Run 1, sequential cells grouped by signal name:
The bar under the picture is 50 um long.
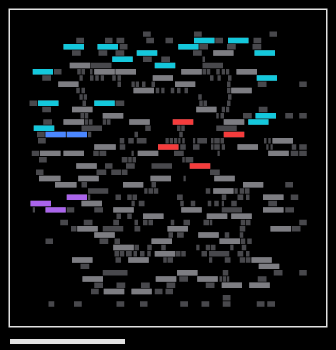
Run 1, routing congestion:
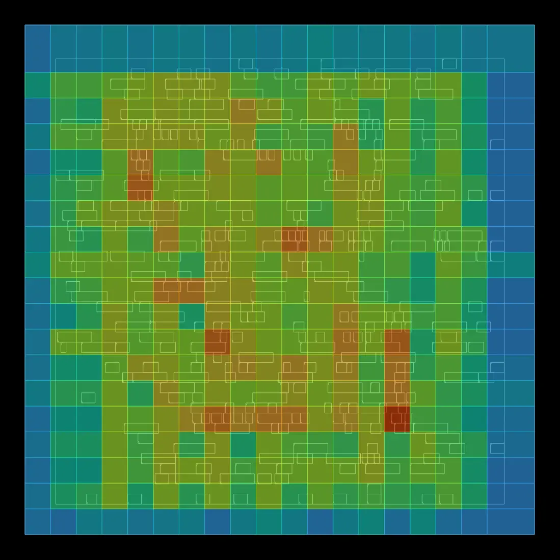
Run 1, cell classes on the final placement:
The bar under the picture is 50 um long.
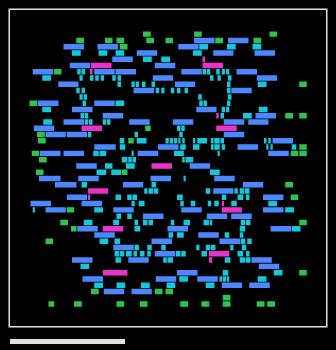
Design spi_slave_port, sky130hd; sources not shown.
==> notes.md, run 1 <==
fresh numbers from the pnr run: CTS Hold Bufs=0, arrival time at the worst endpoint=about 1.7 ns, Avg Cell Area, Syn=roughly 12 um2, Top Layout Cells=84 x dfrtp_1, 43 x clkdlybuf4s50_1, 33 x nand3_1, total power=0.00141 W, post_cts resized=0, H-tree level count=3, Sink Count=around 87, first-pass GRT wire length=about 15000 um, IO Count=approximately 45, Async SR Flop Fraction=1.00, Hold Crit Class=flip-flop to flip-flop, status=completed, DR vias=2544, die area=18700 um2, synth unique cells=about 42, # diodes=0, Post-DP HPWL=5300 um, Vias per Instance=4.79, Reg2Reg Setup Slack=approximately 3.7 ns, min cycle time layout=3.69 ns, pin count of the biggest net entering global routing=47, dpl cells=slightly above 500, Critical Path RT=~4 ns, Most common reg cell=dfrtp_1, routed length on met3=between 400 and 500 um, Registers, synthesis=87, top cells, area=dfrtp_1 57%, mux2_2 9.5%, nand3_1 4.5%, o211ai_1 3.3%, o21ai_0 2.9%, Max-Cap Viols=0, setup slack after layout=between 2 and 2.5 ns, area fraction in mux cells=0.0982, final setup violation count=0, clock-pin slew on the worst setup and hold paths=0.06 ns, final cell count without fillers=about 530, layout cell share with drive strength beyond 1=0.159, FP Core Util=0.253, critical path cell sequence=and2_1, clkdlybuf4s50_1, DRC Markers=0, CP top delay family=buffers and inverters, met1 usage=0.141, clk buf depth=2, worst slew pin tran=slightly above 0.9 ns, post-synthesis chip area from yosys=between 3000 and 4000 um2, die y size=about 140 um, Setup crit end kind=output port, hold depth=0, vias in the first global route=~2.6k
About 'sequential cells grouped by signal name':
| color | name in the netlist | flops |
|---|---|---|
| blue | mosi_sync | 2 |
| cyan | RX_DATA | 16 |
| red | bit_cnt | 4 |
| purple | settle_pipe | 3 |
not colored: 62
Reg area: 2180 um2
Seq area share: 0.485
final core occ: 0.312

About 'routing congestion':
grt peak-use layer: met1
grt met2 use: 0.134
drt wl/cell: 16.4 um
total track usage: 0.100

About 'cell classes on the final placement':
| color | class | cells | share of their area |
|---|---|---|---|
| magenta | clock drivers and dummy loads | 16 | 6.5% |
| cyan | combinational and other logic | 196 | 31% |
| green | other buffers and delay cells | 48 | 11% |
| blue | flops | 87 | 51% |
cell row count: 44
final instance area: 4490 um2

[run 1: final cells by class]
class                   instances  area [um2]  share of cell area
repair buffers                 48         468               0.104
well taps                     184         230              0.0512
flip-flops and latches         87        2180               0.485
inverters                       7        26.3             0.00585
clock buffers                  14         244              0.0543
multi-input cells             189        1310               0.291
clock inverters                 2        35.0             0.00780
[run 1: cells in the mapped netlist (3+ instances only)]
master	number
a21oi_1	20
a31oi_1	14
buf_2	3
clkbuf_1	23
dfrtp_1	84
dfstp_2	3
inv_1	7
mux2_2	31
nand2_1	7
nand3_1	33
nor4_1	15
o211ai_1	16
o21ai_0	21
[run 1: where the power goes]
group          switching, W  internal (W)  total [W]  leakage [nW]
combinational      0.000101     0.0000929   0.000194         0.630
clock              0.000220      0.000318   0.000538         0.135
sequential        0.0000367      0.000645   0.000681          1.08
==> run 2, diff against run 1 <==
==> constraint.sdc (replaced) <==
create_clock -name MCLK -period 3.33 [get_ports MCLK]
set_clock_uncertainty 0.2 [all_clocks]
set_input_delay 0.999 -clock MCLK [delete_from_list [all_inputs] [get_ports MCLK]]
set_output_delay 0.999 -clock MCLK [all_outputs]
set_load 0.02 [all_outputs]
Run 2, routed clock nets over the placement:
The bar under the picture is 50 um long.
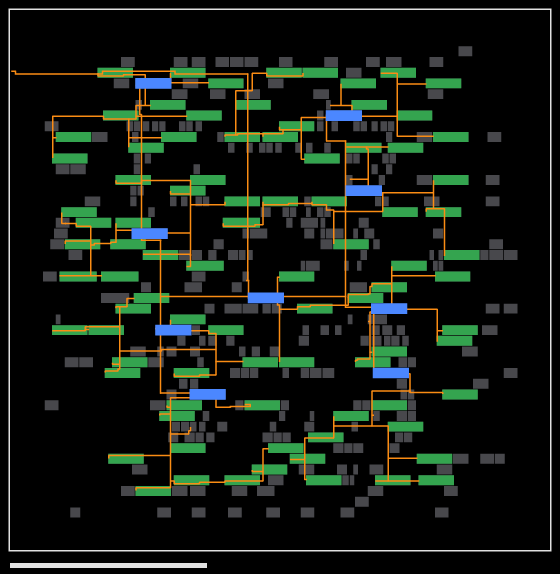
[orange] clock wires | length: 1320 um
[green] flip-flops | count: 87
[blue] clock drivers | count: 9
routed clock nets: 10
clk latency late pin: 0.33 ns
power in the clock group: 0.000935 W

Run 2, sequential cells grouped by signal name:
The bar under the picture is 50 um long.
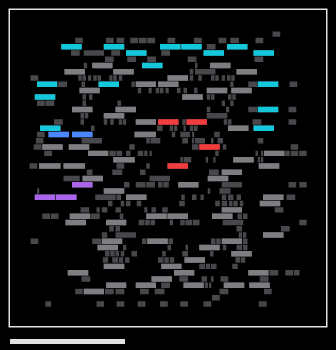
| color | name in the netlist | flops |
|---|---|---|
| red | bit_cnt | 4 |
| blue | mosi_sync | 2 |
| purple | settle_pipe | 3 |
| cyan | RX_DATA | 16 |
not colored: 62
Reg area: 2180 um2
sequential power: 0.00125 W
final core occ: 0.314
Seq area share: 0.482

==> run 2 against run 1 <==
- combinational power increased by 85%
- area after synthesis did not move
- first-iteration DRC count increased by 35%
- wire length up 0.53%
- critical path depth down 1
- core utilization is 0.24 points higher
- worst hold slack improved by 0.0020 ns
- power is 80% higher
- register-to-register slack lost 2.7 ns
- synthesized cell count is the same
- final area grew 0.78%
- final cell count rose by 0.75%
==> notes.md, run 2 <==
fresh numbers from the pnr run: # diodes=0 (unchanged), dpl cells=519 (was 515), synth unique cells=42 (unchanged), FFs & Latches=87 (unchanged), Hold Crit Class=flip-flop to flip-flop (unchanged), Tap Count=184 (unchanged), Power Combinational=0.000358 W (was 0.000194 W), combinational share of power=0.141 (was 0.137), combinational share of cell area=0.289 (was 0.291), Switching Power=0.000670 W (was 0.000357 W), nonclk buf count=52 (was 48), die area=18700 um2 (unchanged), IO Count=45 (unchanged), Vias per Instance=4.83 (was 4.79), signal buffers share of area=0.113 (was 0.104), vias in the first global route=2713 (was 2601), nonclk inv count=7 (unchanged), worst slew pin tran=0.806 ns (was 0.917 ns), first-pass GRT wire length=14600 um (about the same), H-tree level count=3 (unchanged), Setup crit end kind=output port (unchanged), top cells, area=dfrtp_1 57%, mux2_2 9.5%, nand3_1 4.5%, o211ai_1 3.3%, o21ai_0 2.9% (unchanged), register share of total power=0.491 (was 0.482), status=completed (unchanged), Most common reg cell=dfrtp_1 (unchanged), Biggest Area Class=registers (unchanged), Avg Cell Area, Syn=11.7 um2 (unchanged), DR vias=2586 (was 2544), clk buf depth=2 (unchanged), Top Layout Cells=83 x dfrtp_1, 42 x clkdlybuf4s50_1, 33 x nand3_1 (was 84 x dfrtp_1, 43 x clkdlybuf4s50_1, 33 x nand3_1), hold depth=0 (unchanged), arrival time at the worst endpoint=1.43 ns (was 1.66 ns), Registers, synthesis=87 (unchanged), drt wl/cell=16.4 um (about the same), top-count cell post-synth=dfrtp_1 (unchanged), Max-Cap Viols=0 (unchanged), DRC Markers=0 (unchanged), total power=0.00254 W (was 0.00141 W), Critical Path RT=2.13 ns (was 4.07 ns), total track usage=0.100 (about the same), CP top delay family=buffers and inverters (unchanged), Sink Count=87 (unchanged)
## run 2: cell types whose count changed in the layout (fill, tap and decap cells not counted), sizes merged
cell,previous run,this run
clkinv,1,5
buf,5,9
bufinv,1,0
clkbuf,14,11
clkdlybuf4s50,43,42
dlymetal6s2s,0,1
## run 2: logic make-up after synthesis
family | Yosys count
buffers and inverters | 36
multiplexers | 32
flip-flops | 87
AND/OR/NAND/NOR | 77
AND-OR/OR-AND | 77
adder cells (fa/ha/maj) | 2
other | 1
## run 2: routing by layer
metal	track usage	wire, um	vias up
li1	-	-	1216
met1	0.136	4220	1290
met2	0.139	3900	68
met3	0.0279	509	12
met4	0.0561	136	0
met5	0	0	-
## run 2: what timing repair did
| action | in CTS | in global routing |
|---|---|---|
| endpoints found under the setup margin | 1 | 1 |
| resized | 1 | 1 |
| cloned | 0 | 0 |
Power is estimated from default activity; no workload was simulated.
